[src/rtl/ram_rs_if.sv]
// Dispatch, CDB, flush and FU-issue signals of the RAM reservation station.
// master drives dispatch/CDB/flush/fu_busy; slave is the station itself.
interface ram_rs_if;
  logic            in_valid;
  logic            in_ready;
  logic [7:0]      in_operand;
  logic [7:0]      in_flags;
  logic [7:0]      in_wbs;
  logic [3:0]      in_robid;
  logic [1:0]      in_dep_rdy;
  logic [1:0][7:0] in_dep_val;
  logic [1:0][3:0] in_dep_tag;

  logic            cdb_valid;
  logic [3:0]      cdb_id;
  logic [7:0]      cdb_val;

  logic            flush;
  logic            fu_busy;

  logic            out_transmit;
  logic [7:0]      out_operand;
  logic [7:0]      out_flags;
  logic [7:0]      out_wbs;
  logic [1:0][7:0] out_depvals;
  logic [3:0]      out_robid;

  modport master (
    output in_valid, in_operand, in_flags, in_wbs, in_robid,
           in_dep_rdy, in_dep_val, in_dep_tag,
           cdb_valid, cdb_id, cdb_val, flush, fu_busy,
    input  in_ready, out_transmit, out_operand, out_flags, out_wbs,
           out_depvals, out_robid
  );

  modport slave (
    input  in_valid, in_operand, in_flags, in_wbs, in_robid,
           in_dep_rdy, in_dep_val, in_dep_tag,
           cdb_valid, cdb_id, cdb_val, flush, fu_busy,
    output in_ready, out_transmit, out_operand, out_flags, out_wbs,
           out_depvals, out_robid
  );
endinterface

[src/rtl/ram_rs.sv]
// In-order reservation station feeding the RAM FU; snoops the CDB for operands.
// Optional stall counter output enabled by defining RAM_RS_STALL_CNT_EN.
module ram_rs #(
  parameter int DEPTH = 4
) (
  input  logic                     clk,
  input  logic                     rst,
  ram_rs_if.slave                  bus,
  output logic [$clog2(DEPTH):0]   count
`ifdef RAM_RS_STALL_CNT_EN
  ,
  output logic [15:0]              stall_cnt
`endif
);

  localparam int PW = $clog2(DEPTH);
  localparam int CW = PW + 1;
  localparam logic [CW-1:0] FULL_CNT = CW'(DEPTH);

  logic [DEPTH-1:0] valid_q, valid_d;
  logic [7:0]       op_q    [DEPTH];
  logic [7:0]       op_d    [DEPTH];
  logic [7:0]       flags_q [DEPTH];
  logic [7:0]       flags_d [DEPTH];
  logic [7:0]       wbs_q   [DEPTH];
  logic [7:0]       wbs_d   [DEPTH];
  logic [3:0]       robid_q [DEPTH];
  logic [3:0]       robid_d [DEPTH];
  logic [1:0]       rdy_q   [DEPTH];
  logic [1:0]       rdy_d   [DEPTH];
  logic [1:0][7:0]  val_q   [DEPTH];
  logic [1:0][7:0]  val_d   [DEPTH];
  logic [1:0][3:0]  tag_q   [DEPTH];
  logic [1:0][3:0]  tag_d   [DEPTH];

  logic [PW-1:0] head_q, head_d;
  logic [PW-1:0] tail_q, tail_d;
  logic [CW-1:0] count_q, count_d;

  logic            out_transmit_q, out_transmit_d;
  logic [7:0]      out_operand_q, out_operand_d;
  logic [7:0]      out_flags_q, out_flags_d;
  logic [7:0]      out_wbs_q, out_wbs_d;
  logic [1:0][7:0] out_depvals_q, out_depvals_d;
  logic [3:0]      out_robid_q, out_robid_d;

  logic in_ready;
  logic do_issue;
  logic do_alloc;

  // in_ready looks only at the registered count, so a same-cycle issue never frees a slot
  assign in_ready = (count_q != FULL_CNT);
  assign do_issue = !bus.flush && valid_q[head_q] && (&rdy_q[head_q]) && !bus.fu_busy;
  assign do_alloc = bus.in_valid && in_ready && !bus.flush;

  always_comb begin
    valid_d       = valid_q;
    op_d          = op_q;
    flags_d       = flags_q;
    wbs_d         = wbs_q;
    robid_d       = robid_q;
    rdy_d         = rdy_q;
    val_d         = val_q;
    tag_d         = tag_q;
    head_d        = head_q;
    tail_d        = tail_q;
    count_d       = count_q;
    out_transmit_d = 1'b0;
    out_operand_d  = '0;
    out_flags_d    = '0;
    out_wbs_d      = '0;
    out_depvals_d  = '0;
    out_robid_d    = '0;

    for (int i = 0; i < DEPTH; i++) begin
      for (int j = 0; j < 2; j++) begin
        if (valid_q[i] && !rdy_q[i][j] && bus.cdb_valid && (tag_q[i][j] == bus.cdb_id)) begin
          rdy_d[i][j] = 1'b1;
          val_d[i][j] = bus.cdb_val;
        end
      end
    end

    if (do_issue) begin
      valid_d[head_q] = 1'b0;
      out_transmit_d  = 1'b1;
      out_operand_d   = op_q[head_q];
      out_flags_d     = flags_q[head_q];
      out_wbs_d       = wbs_q[head_q];
      out_depvals_d   = val_q[head_q];
      out_robid_d     = robid_q[head_q];
      head_d          = head_q + 1'b1;
    end

    if (do_alloc) begin
      valid_d[tail_q] = 1'b1;
      op_d[tail_q]    = bus.in_operand;
      flags_d[tail_q] = bus.in_flags;
      wbs_d[tail_q]   = bus.in_wbs;
      robid_d[tail_q] = bus.in_robid;
      tag_d[tail_q]   = bus.in_dep_tag;
      for (int j = 0; j < 2; j++) begin
        if (!bus.in_dep_rdy[j] && bus.cdb_valid && (bus.in_dep_tag[j] == bus.cdb_id)) begin
          rdy_d[tail_q][j] = 1'b1;
          val_d[tail_q][j] = bus.cdb_val;
        end else begin
          rdy_d[tail_q][j] = bus.in_dep_rdy[j];
          val_d[tail_q][j] = bus.in_dep_val[j];
        end
      end
      tail_d = tail_q + 1'b1;
    end

    case ({do_alloc, do_issue})
      2'b10:   count_d = count_q + 1'b1;
      2'b01:   count_d = count_q - 1'b1;
      default: count_d = count_q;
    endcase

    if (bus.flush) begin
      valid_d = '0;
      head_d  = '0;
      tail_d  = '0;
      count_d = '0;
    end
  end

  always_ff @(posedge clk or negedge rst) begin
    if (!rst) begin
      valid_q        <= '0;
      head_q         <= '0;
      tail_q         <= '0;
      count_q        <= '0;
      out_transmit_q <= 1'b0;
      out_operand_q  <= '0;
      out_flags_q    <= '0;
      out_wbs_q      <= '0;
      out_depvals_q  <= '0;
      out_robid_q    <= '0;
      for (int i = 0; i < DEPTH; i++) begin
        op_q[i]    <= '0;
        flags_q[i] <= '0;
        wbs_q[i]   <= '0;
        robid_q[i] <= '0;
        rdy_q[i]   <= '0;
        val_q[i]   <= '0;
        tag_q[i]   <= '0;
      end
    end else begin
      valid_q        <= valid_d;
      head_q         <= head_d;
      tail_q         <= tail_d;
      count_q        <= count_d;
      out_transmit_q <= out_transmit_d;
      out_operand_q  <= out_operand_d;
      out_flags_q    <= out_flags_d;
      out_wbs_q      <= out_wbs_d;
      out_depvals_q  <= out_depvals_d;
      out_robid_q    <= out_robid_d;
      op_q           <= op_d;
      flags_q        <= flags_d;
      wbs_q          <= wbs_d;
      robid_q        <= robid_d;
      rdy_q          <= rdy_d;
      val_q          <= val_d;
      tag_q          <= tag_d;
    end
  end

`ifdef RAM_RS_STALL_CNT_EN
  logic [15:0] stall_cnt_q, stall_cnt_d;

  // Flush deliberately leaves this untouched; it saturates rather than wrapping
  always_comb begin
    stall_cnt_d = stall_cnt_q;
    if ((count_q != '0) && !do_issue && (stall_cnt_q != 16'hFFFF))
      stall_cnt_d = stall_cnt_q + 16'd1;
  end

  always_ff @(posedge clk or negedge rst) begin
    if (!rst) stall_cnt_q <= '0;
    else      stall_cnt_q <= stall_cnt_d;
  end

  assign stall_cnt = stall_cnt_q;
`endif

  assign bus.in_ready     = in_ready;
  assign bus.out_transmit = out_transmit_q;
  assign bus.out_operand  = out_operand_q;
  assign bus.out_flags    = out_flags_q;
  assign bus.out_wbs      = out_wbs_q;
  assign bus.out_depvals  = out_depvals_q;
  assign bus.out_robid    = out_robid_q;
  assign count            = count_q;

endmodule

[src/flat_wrapper.sv]
// flat-port wrapper written by rule: the top's interface ports become plain ports
module ram_rs_flat 
#(
  parameter int DEPTH = 4
)
  (clk, rst, count, bus_in_valid, bus_in_operand, bus_in_flags, bus_in_wbs, bus_in_robid, bus_in_dep_rdy, bus_in_dep_val, bus_in_dep_tag, bus_cdb_valid, bus_cdb_id, bus_cdb_val, bus_flush, bus_fu_busy, bus_in_ready, bus_out_transmit, bus_out_operand, bus_out_flags, bus_out_wbs, bus_out_depvals, bus_out_robid);
  ram_rs_if bus_i ();
  input  logic clk;
  input  logic rst;
  output logic [$clog2(DEPTH):0] count;
  input wire logic [$bits(bus_i.in_valid)-1:0] bus_in_valid;
  input wire logic [$bits(bus_i.in_operand)-1:0] bus_in_operand;
  input wire logic [$bits(bus_i.in_flags)-1:0] bus_in_flags;
  input wire logic [$bits(bus_i.in_wbs)-1:0] bus_in_wbs;
  input wire logic [$bits(bus_i.in_robid)-1:0] bus_in_robid;
  input wire logic [$bits(bus_i.in_dep_rdy)-1:0] bus_in_dep_rdy;
  input wire logic [$bits(bus_i.in_dep_val)-1:0] bus_in_dep_val;
  input wire logic [$bits(bus_i.in_dep_tag)-1:0] bus_in_dep_tag;
  input wire logic [$bits(bus_i.cdb_valid)-1:0] bus_cdb_valid;
  input wire logic [$bits(bus_i.cdb_id)-1:0] bus_cdb_id;
  input wire logic [$bits(bus_i.cdb_val)-1:0] bus_cdb_val;
  input wire logic [$bits(bus_i.flush)-1:0] bus_flush;
  input wire logic [$bits(bus_i.fu_busy)-1:0] bus_fu_busy;
  output wire logic [$bits(bus_i.in_ready)-1:0] bus_in_ready;
  output wire logic [$bits(bus_i.out_transmit)-1:0] bus_out_transmit;
  output wire logic [$bits(bus_i.out_operand)-1:0] bus_out_operand;
  output wire logic [$bits(bus_i.out_flags)-1:0] bus_out_flags;
  output wire logic [$bits(bus_i.out_wbs)-1:0] bus_out_wbs;
  output wire logic [$bits(bus_i.out_depvals)-1:0] bus_out_depvals;
  output wire logic [$bits(bus_i.out_robid)-1:0] bus_out_robid;
  assign bus_i.in_valid = bus_in_valid;
  assign bus_i.in_operand = bus_in_operand;
  assign bus_i.in_flags = bus_in_flags;
  assign bus_i.in_wbs = bus_in_wbs;
  assign bus_i.in_robid = bus_in_robid;
  assign bus_i.in_dep_rdy = bus_in_dep_rdy;
  assign bus_i.in_dep_val = bus_in_dep_val;
  assign bus_i.in_dep_tag = bus_in_dep_tag;
  assign bus_i.cdb_valid = bus_cdb_valid;
  assign bus_i.cdb_id = bus_cdb_id;
  assign bus_i.cdb_val = bus_cdb_val;
  assign bus_i.flush = bus_flush;
  assign bus_i.fu_busy = bus_fu_busy;
  assign bus_in_ready = bus_i.in_ready;
  assign bus_out_transmit = bus_i.out_transmit;
  assign bus_out_operand = bus_i.out_operand;
  assign bus_out_flags = bus_i.out_flags;
  assign bus_out_wbs = bus_i.out_wbs;
  assign bus_out_depvals = bus_i.out_depvals;
  assign bus_out_robid = bus_i.out_robid;
  ram_rs #(.DEPTH(DEPTH)) u_core (.clk(clk), .rst(rst), .bus(bus_i), .count(count));
endmodule
[config.mk]
export PLATFORM = sky130hd
export DESIGN_NAME = ram_rs_flat
export DESIGN_NICKNAME = d
export VERILOG_FILES = /design/src/rtl/ram_rs_if.sv /design/src/rtl/ram_rs.sv /design/src/flat_wrapper.sv
export SDC_FILE = /design/constraint.sdc
export NUM_CORES = 1
export LEC_CHECK = 0
export ABC_AREA = 1
export CORE_ASPECT_RATIO = 0.7
export CORE_MARGIN = 10
export CORE_UTILIZATION = 45
export CTS_BUF_LIST = sky130_fd_sc_hd__clkbuf_8
export CTS_CLUSTER_SIZE = 25
export DETAILED_ROUTE_END_ITERATION = 8
export PLACE_DENSITY_LB_ADDON = 0.1
export SLEW_MARGIN = 20
export SYNTH_ARGS = -nofsm -noshare
export SYNTH_HDL_FRONTEND = slang
export SYNTH_SLANG_ARGS = --single-unit
[constraint.sdc]
create_clock -name clk -period 3.42 [get_ports clk]
set_input_delay 0.684 -clock clk [delete_from_list [all_inputs] [get_ports clk]]
set_output_delay 0.684 -clock clk [all_outputs]
set_load 0.05 [all_outputs]
==> out/results.ini <==
[final_layout]
layout_top_cell = nand2_1
syn_to_final_growth_pct = 15.4
clock_buffers = 51
comb_share = 0.355
diodes = 0
largest_reg_flops = 64
seq_cells = 272
layout.nonclk_buf_frac = 0.0931
fin_area_sq_um = 15800
post-route-util = 0.527
regMostFlops = u_core.val_q
fillCellCount = 2917
regArea_sq_um = 6810
n_all_inverters = 160
lay_top_cells = 461 x nand2_1, 277 x o21ai_0, 270 x dfrtp_1
clk_share = 0.0505
buffers = 144
final-comb-area_sq_um = 5620

[clocking]
cts_buffer_depth = 3
htreeDepth = 2
clk_latency_ns = 0.60
cts_hold_buf = 0

[synth]
synth.distinct_cells = 40
synth.avg_cell_area_sq_um = 7.97
ys_area_sq_um = 13700
ys_seq_frac = 0.496
synth-main-ff-cell = dfrtp_1
ys_sh_xor = 0.0160
syn_inst = 1721
syn_area_sq_um = 13700
yosysWarnings = 0
synth.area.top_cells = dfrtp_1 50%, nand2_1 13%, o21ai_0 10%
adder_share = 0.00876
yosysTopAreaCell = dfrtp_1
aoi_share = 0.186
netlist_top_cells_count = 463 x nand2_1, 277 x o21ai_0, 272 x dfrtp_1, 152 x inv_1, 140 x nor2_1
top_cell = nand2_1
ys_ff = 272

[timing]
worst_pin_slew_ns = 0.821
finalHoldViolCount = 0
timing.final.crit_share = 0.797
post-route-min-period_ns = 2.72
fin_setup_tns_ns = 0
setup_viol = 0
fmax_ghz = 0.367

[worst_setup_path]
reg2regPathDepth = 6
start_kind = register
crit_path_cell_trace = nor2_1 > nand2_2 > clkdlybuf4s50_1
r2r-end = u_core.bus.out_robid[2]
cp.arrival_ns = 2.04
ff2ff_setup_slack_ns = 0.93
endpoint_kind = output pin
crit_type = reg -> out
cp-endpoint = bus_in_ready
crit_buf_inv = 1
crit_cells = 3
required_ns = 2.74

[pwr]
combPwrFrac = 0.277
clock_power_share = 0.254
p_int_mw = 6.84
pg_clk_mw = 2.67
power_switching_mw = 3.69
leakagePower_nw = 8.01
vdd_drop_max_mv = 0.301
p_seq_frac = 0.470

[floorplanning]
fp_util = 0.456
core-area_sq_um = 30000
tap_cells = 412
dieArea_sq_um = 38000

[routing]
routedLengthMet1_um = 20600
met3_length_um = 3290
via_per_inst = 5.26
ant_nets = 0
drt_first_pass_iters = 6
drc = 0
route.met2.wl_um = 16800

[global_route]
grtUsageTotal = 0.216
grt_use_met2 = 0.296
top_usage_layer = met1
antenna_found_initial = 0
grt_max_degree = 92

[job]
log.warning_count = 32
cap_viol_max_count = 0

[placed_design]
dp.cells = 2161
dpl.hpwl_um = 26100
dpl_cell_area_sq_um = 15000
numPortBuffers = 120
gp_congestion = 0.848

[status]
outcome = finished, final reports clean

[hold_path]
hold_path.class = in -> async

Pin placement:
(1.5 px per um) Pins as bars across the die edge, other pins in grey.
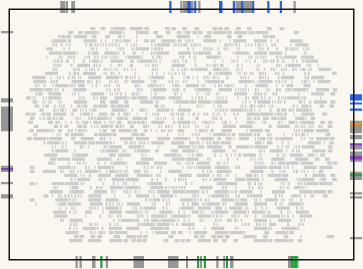
legend:
  `bus_out_flags`:
    colour: green
    pins: 8
    direction: output
    edge: 7 bottom, 1 right
  `bus_out_depvals`:
    colour: blue
    pins: 16
    direction: output
    edge: 11 top, 5 right
  `bus_out_robid`:
    colour: purple
    pins: 4
    direction: output
    edge: 3 right, 1 left
  `bus_in_ready`:
    colour: orange
    pins: 1
    direction: output
    edge: right
all pins by edge: 36 top, 36 bottom, 28 right, 21 left
die height: 166 um
Die Wd: 229 um

The clock network:
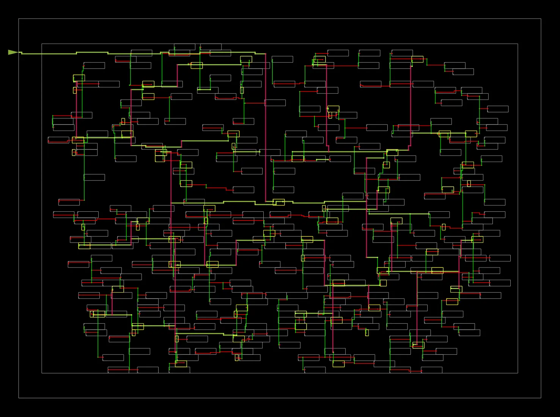
skew final: 0.0306 ns
CTS buffer count: 45
CTS Sinks: 272

Zoomed window:
Region (146, 100) to (196, 150) um. Cells in grey, sequential cells in the stronger grey; small squares are vias.
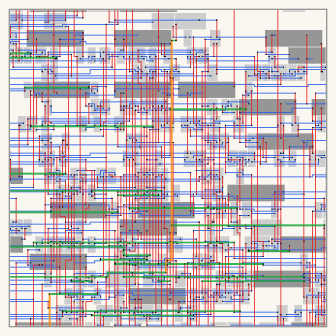
legend:
  metal 1:
    colour: blue
  metal 3:
    colour: green
  metal 2:
    colour: red
  metal 4:
    colour: orange
most frequent: nand2_1 (85), o21ai_1 (27), inv_1 (23)
netlist names of flops here include: `u_core.val_q` (16), `u_core.bus.out_depvals` (1)
cells with their middle in the window: 194
sequential cells in the window: 17

Met4 routing:
(1.5 px per um) Supply wires on this layer in grey.
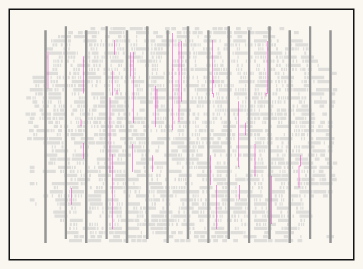
share of all routed wire: 1.8%
main direction: vertical
nets with wire on the layer: 15
wire length on this layer: 756 um
final wirelength: 41400 um
via count: 11743

M3 wires:
(2 px per um)
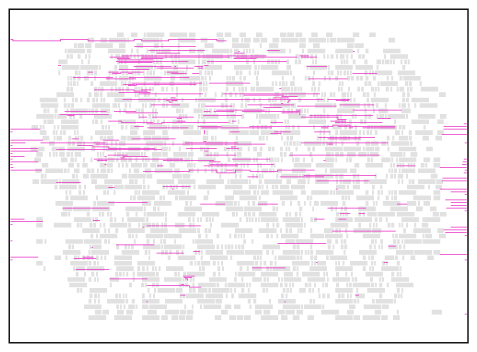
share of all routed wire: 8.0%
wire length on this layer: 3290 um
nets with wire on the layer: 150

